M1 wires:
Scale: 2 px per um. Supply wires on this layer in gray.
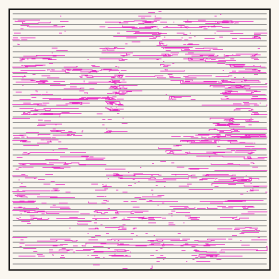
Clock wires, drivers and flops:
Scale: 3 px per um.
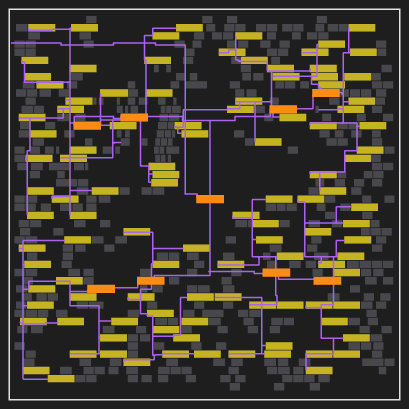
The clock network:
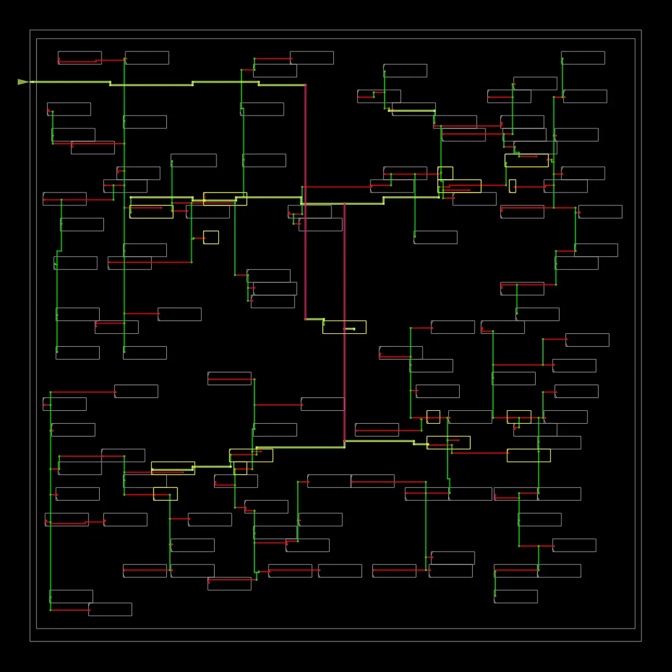
The metal 3 layer:
Scale: 4 px per um.
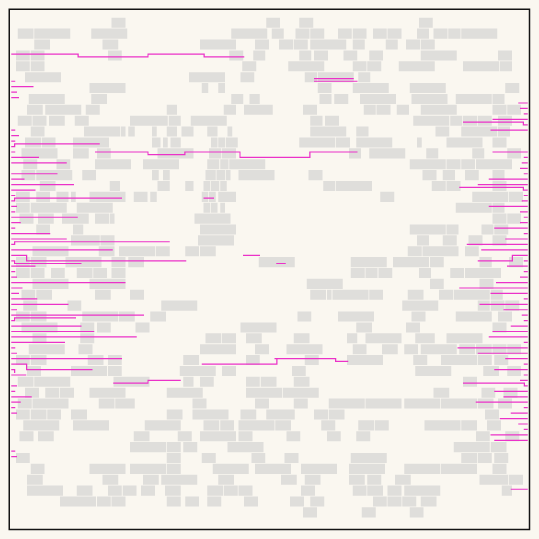
Placement density heat map:
Scale: 3 px per um. 13 x 13 tiles, from white (low) to dark blue (high), 0 to 100% covered.
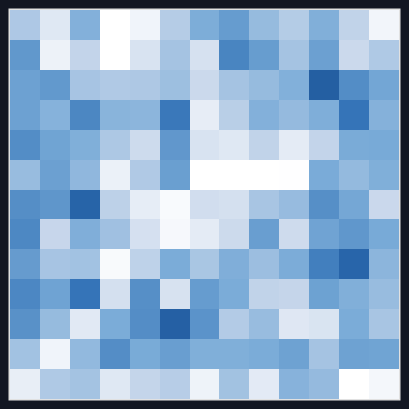
`src/rtl/apb_master_bridge.sv`:
```
// rtl/apb_master_bridge.sv - APB requester turning valid/ready commands into SETUP/ACCESS transfers
// Single outstanding transfer; response is a one-cycle strobe with optional wait-state timeout abort.
module apb_master_bridge #(
   parameter int ADDR_W  = 32,
   parameter int DATA_W  = 32,
   parameter int TIMEOUT = 16
) (
   input  logic              clk,
   input  logic              rst,
   input  logic              cmd_valid,
   output logic              cmd_ready,
   input  logic              cmd_write,
   input  logic [ADDR_W-1:0] cmd_addr,
   input  logic [DATA_W-1:0] cmd_wdata,
   output logic              rsp_valid,
   output logic [DATA_W-1:0] rsp_rdata,
   output logic              rsp_timeout,
   output logic [ADDR_W-1:0] paddr,
   output logic              psel,
   output logic              penable,
   output logic              pwrite,
   output logic [DATA_W-1:0] pwdata,
   input  logic              pready,
   input  logic [DATA_W-1:0] prdata
);

   localparam int CNT_W = (TIMEOUT > 0) ? $clog2(TIMEOUT + 1) : 1;
   localparam logic [CNT_W-1:0] CNT_LAST = CNT_W'((TIMEOUT > 0) ? TIMEOUT - 1 : 0);
   localparam logic [CNT_W-1:0] CNT_MAX  = '1;

   typedef enum logic [1:0] {
      IDLE   = 2'd0,
      SETUP  = 2'd1,
      ACCESS = 2'd2
   } state_t;

   state_t              state, state_d;
   logic [CNT_W-1:0]    cnt, cnt_d;
   logic [ADDR_W-1:0]   paddr_d;
   logic [DATA_W-1:0]   pwdata_d, rsp_rdata_d;
   logic                psel_d, penable_d, pwrite_d;
   logic                rsp_valid_d, rsp_timeout_d;

   assign cmd_ready = (state == IDLE);

   always_comb begin
      state_d       = state;
      cnt_d         = cnt;
      paddr_d       = paddr;
      pwrite_d      = pwrite;
      pwdata_d      = pwdata;
      psel_d        = psel;
      penable_d     = penable;
      rsp_valid_d   = 1'b0;
      rsp_timeout_d = rsp_timeout;
      rsp_rdata_d   = rsp_rdata;

      case (state)
         IDLE: begin
            cnt_d = '0;
            if (cmd_valid) begin
               paddr_d   = cmd_addr;
               pwrite_d  = cmd_write;
               pwdata_d  = cmd_wdata;
               psel_d    = 1'b1;
               penable_d = 1'b0;
               state_d   = SETUP;
            end
         end
         SETUP: begin
            penable_d = 1'b1;
            state_d   = ACCESS;
         end
         ACCESS: begin
            if (pready) begin
               psel_d        = 1'b0;
               penable_d     = 1'b0;
               rsp_valid_d   = 1'b1;
               rsp_timeout_d = 1'b0;
               rsp_rdata_d   = pwrite ? '0 : prdata;
               cnt_d         = '0;
               state_d       = IDLE;
            end else if ((TIMEOUT > 0) && (cnt == CNT_LAST)) begin
               // This cycle is the TIMEOUT-th consecutive wait state.
               psel_d        = 1'b0;
               penable_d     = 1'b0;
               rsp_valid_d   = 1'b1;
               rsp_timeout_d = 1'b1;
               rsp_rdata_d   = '0;
               cnt_d         = '0;
               state_d       = IDLE;
            end else if (cnt != CNT_MAX) begin
               cnt_d = cnt + 1'b1;
            end
         end
         default: begin
            psel_d    = 1'b0;
            penable_d = 1'b0;
            cnt_d     = '0;
            state_d   = IDLE;
         end
      endcase
   end

   // Async reset drops psel/penable immediately, even mid-transfer.
   always_ff @(posedge clk or negedge rst) begin
      if (!rst) begin
         state       <= IDLE;
         cnt         <= '0;
         paddr       <= '0;
         pwrite      <= 1'b0;
         pwdata      <= '0;
         psel        <= 1'b0;
         penable     <= 1'b0;
         rsp_valid   <= 1'b0;
         rsp_timeout <= 1'b0;
         rsp_rdata   <= '0;
      end else begin
         state       <= state_d;
         cnt         <= cnt_d;
         paddr       <= paddr_d;
         pwrite      <= pwrite_d;
         pwdata      <= pwdata_d;
         psel        <= psel_d;
         penable     <= penable_d;
         rsp_valid   <= rsp_valid_d;
         rsp_timeout <= rsp_timeout_d;
         rsp_rdata   <= rsp_rdata_d;
      end
   end

endmodule

```
`config.mk`:
```
export PLATFORM = sky130hd
export DESIGN_NAME = apb_master_bridge
export DESIGN_NICKNAME = d
export VERILOG_FILES = /design/src/rtl/apb_master_bridge.sv
export SDC_FILE = /design/constraint.sdc
export NUM_CORES = 1
export LEC_CHECK = 0
export CAP_MARGIN = 5
export CORE_UTILIZATION = 25
export CTS_CLUSTER_SIZE = 14
export DETAILED_ROUTE_END_ITERATION = 10
export GPL_ROUTABILITY_DRIVEN = 0
export PLACE_DENSITY_LB_ADDON = 0.05
export SETUP_SLACK_MARGIN = 0.15
export SYNTH_ARGS = -nofsm -noshare
export SYNTH_HDL_FRONTEND = slang
export SYNTH_SLANG_ARGS = --single-unit
```
`constraint.sdc`:
```
create_clock -name clk -period 2.1 [get_ports clk]
set_input_delay 0.525 -clock clk [delete_from_list [all_inputs] [get_ports clk]]
set_output_delay 0.525 -clock clk [all_outputs]
set_load 0.01 [all_outputs]
```
==> COMMIT_EDITMSG <==
Store results of the implementation flow

- In the final layout, the share of cells above drive strength 1 is 0.1983.
* Critical path's slowest cell: sky130_fd_sc_hd__clkdlybuf4s50_1
- Die height: 129.7 um
- HP Class: flip-flop to flip-flop
* Global-route wire length before repair: 16,630 um
* Final worst-path cycle share: 0.8689
- Yosys instantiated no cell more often than sky130_fd_sc_hd__dfrtp_1.
- Final Total Pwr: 9.622 mW
- The tree is rooted in a sky130_fd_sc_hd__clkbuf_16.
* IR Drop Worst-Case VDD: 0.6452 mV
- P_sw: 2.907 mW
* Start of the worst register-to-register path: state[1]
- The finished design was reported to have a net count of 571.
* Number of top-level design ports: 203
- Ordered cell list for the critical path: clkdlybuf4s50_1
- Number of enable flip-flop cells: 0
* Clock Pin Slew Worst Setup and Hold Paths: 0.07 ns
- The synthesis report lists the Yosys warning total as 0.
- Reg2reg path depth: 4
- The last timing report of the flow puts the setup violation total at 0.
- Internal power: 6.714 mW
- Per the final timing report, the hold violations number 0.
- Overall chip area: 16,820 um^2
* Hold Worst Slack: 0.5058 ns
* Register-to-register setup slack: 0.41 ns
- Data on the critical path arrives at its endpoint at 1.30 ns.
- OpenROAD emitted warnings numbering 26.
- Area taken by flip-flops and latches: 2704 um^2
- The script parses the final routing iteration and logs DRC violations as 0.
- Overflow after GRT: 0
- Nets in the synthesized netlist: 362
- Routed wire length per instance: 15.66 um
- The critical path maximum fanout is 3.
- Of the total power, combinational logic draws 0.456.
* Worst Clk Skew: 0.007299 ns
* Filler Cells Inserted: 1,512
- For reference, the top cells by count after synthesis are sky130_fd_sc_hd__dfrtp_1 (108), sky130_fd_sc_hd__mux2_2 (65), sky130_fd_sc_hd__a22o_1 (32).
- The mapped netlist covers 4075 um^2.
- Post-synth area hogs: sky130_fd_sc_hd__dfrtp_1 (66%), sky130_fd_sc_hd__mux2_2 (18%), sky130_fd_sc_hd__a22o_1 (6.9%)
- Number of global-route vias before repair: 3,073
- The number of maximum-capacitance violations recorded for the run is 0.
- TritonCTS clock tree: done
- Max-slew violation count: 0
- Combinational gate area: 1257 um^2
- Of all flip-flops after synthesis, the portion carrying an async set or reset was 1.000.
- The synthesized netlist was found by Yosys to have 260 cells.
- The pin closest to its max-slew limit shows a slew of 0.3622 ns.
- Dominant register cell: sky130_fd_sc_hd__dfrtp_1
- Detailed placement HPWL: 7462 um
- Maximum clock insertion buffer count: 2
- CP Capture Point: pwrite
- Area Overhead vs Synth: 63.95%
- Time the worst path needs with I/O delays and setup: 1.825 ns
* Cell family with the largest share of critical-path delay: buffers and inverters
- Number of antenna-violating nets in the routed design: 0
- In this run the number of cells on the critical path is 1.
- Buffers added on ports: 202
- Clock tree synthesis found a total of 108 sinks.
- By startpoint and endpoint, the worst setup path is classified as flip-flop to primary output.
- Router iterations before antenna repair: 4
- STA classifies the critical path endpoint as a primary output.
- The number of antenna diodes in the final layout is 0.
- The gate-level netlist out of Yosys references 30 unique cell types.
- The flow ran to the end, and the final reports show no timing, DRC or antenna violations.
* Number of DRC violations after detailed-routing iteration 0: 74
* Placed Cells incl. Taps: 672
* Cell type with the largest total area after synthesis: sky130_fd_sc_hd__dfrtp_1
* Worst setup SP type: flip-flop
* Inserted Clock Buffers: 9
About 'M1 wires':
nets with wire on the layer	481
longest straight run	26.2 um
main direction	horizontal
met1 Track Usage GR: 0.1613
number of vias in the routed layout: 2,928
Detailed Route WL: 10,800 um

About 'clock wires, drivers and flops':
[clock wires] purple | length: 1,480 um
[flip-flops] yellow | count: 108
[clock-net drivers] orange | count: 9
flops lie	widely spread
routed clock nets	10

About 'the clock network':
FFs & Latches: 108
Insertion Delay late pin: 0.35 ns
clkbuf count: 12

About 'the metal 3 layer':
longest straight run	39.8 um
nets with wire on the layer	123
main direction	horizontal
met3 layer usage reported by global route: 0.06813

About 'placement density heat map':
nearly empty tiles	4.1%
fullest tile	81%
emptiest ninth of the die	center
mean over tiles	38%
initial core utilization: 0.2565
placeable core area: 15,890 um^2
Util after Layout: 0.4206

==> power groups by stage <==
| stage | logic [mW] | registers, mW | clock network [mW] |
|---|---|---|---|
| 2_1_floorplan | 1.40 | 4.07 | 0 |
| 3_3_place_gp | 4.39 | 3.62 | 0 |
| 3_5_place_dp | 4.41 | 3.64 | 0 |
| 4_1_cts | 4.46 | 3.60 | 1.73 |
| 5_1_grt | 4.69 | 3.72 | 1.81 |
| 6_report | 4.39 | 3.59 | 1.65 |
==> layer usage <==
metal	GRT usage	share of wire	wire, um
met5	0	0	0
met4	0.03694	0.0092	99
met3	0.06813	0.10	1131
met2	0.2016	0.46	4922
met1	0.1613	0.43	4650
==> state kept, by name, summed over array words and instances (netlist names) <==
register	flops
pwdata	32
cnt	5
state	2
rsp_rdata	32
rsp_timeout	1
penable	1
rsp_valid	1
psel	1
pwrite	1
paddr	32
==> logic make-up after synthesis <==
family                   after synthesis  synth area share
flip-flops                           108            0.6632
AND/OR/NAND/NOR                       19           0.03009
multiplexers                          65            0.1796
buffers and inverters                 18           0.03070
AND-OR/OR-AND                         49           0.09334
adder cells (fa/ha/maj)                1          0.003070
==> how the worst min path moves through the flow <==
stage,end,startpoint,cells after the start,slack (ns)
finish,paddr[2],paddr[2],1,0.51
CTS,cnt[0],cnt[0],1,0.51
floorplan,cnt[0],rst,0,0.23
detailed placement,pwdata[20],rst,1,0.38
global route,rsp_rdata[7],rsp_rdata[7],1,0.52
global placement,pwdata[20],rst,1,0.38
==> area by class of cell <==
class | instances | area share
flip-flops and latches | 108 | 0.4047
repair buffers | 212 | 0.3212
multi-input cells | 134 | 0.1882
well taps | 216 | 0.04045
clock buffers | 12 | 0.03839
clock inverters | 4 | 0.004869
inverters | 4 | 0.002247
==> repair_timing <==
item	in CTS	in global routing
buffers inserted	1	0
hold buffers	1	0
gates resized	2	0
endpoints found under the setup margin	1	0
hold endpoints to repair	8	0
==> per-stage QoR <==
stage / cell area [um^2] / setup WS, ns
after floorplan: 4075 / 0.5813
after global placement: 6375 / 0.01174
after detailed placement: 6375 / -0.02914
after CTS: 6681 / 0.2348
after global routing: 6681 / 0.2119
final: 6681 / 0.2752
==> cells in the final DEF (no fill, tap or decap), drive strengths merged, types with 3 or more instances in the layout <==
cell type      Yosys  routed
o21ai              3       3
nand2              3       3
clkbuf             0      12
clkdlybuf4s50      0     200
nand3              4       4
inv                4       5
a21oi              8       8
mux2              65      65
dfrtp            108     108
a22o              32      32
buf               14      10
Power figures rest on the tool's default switching activity, not on a simulated workload.
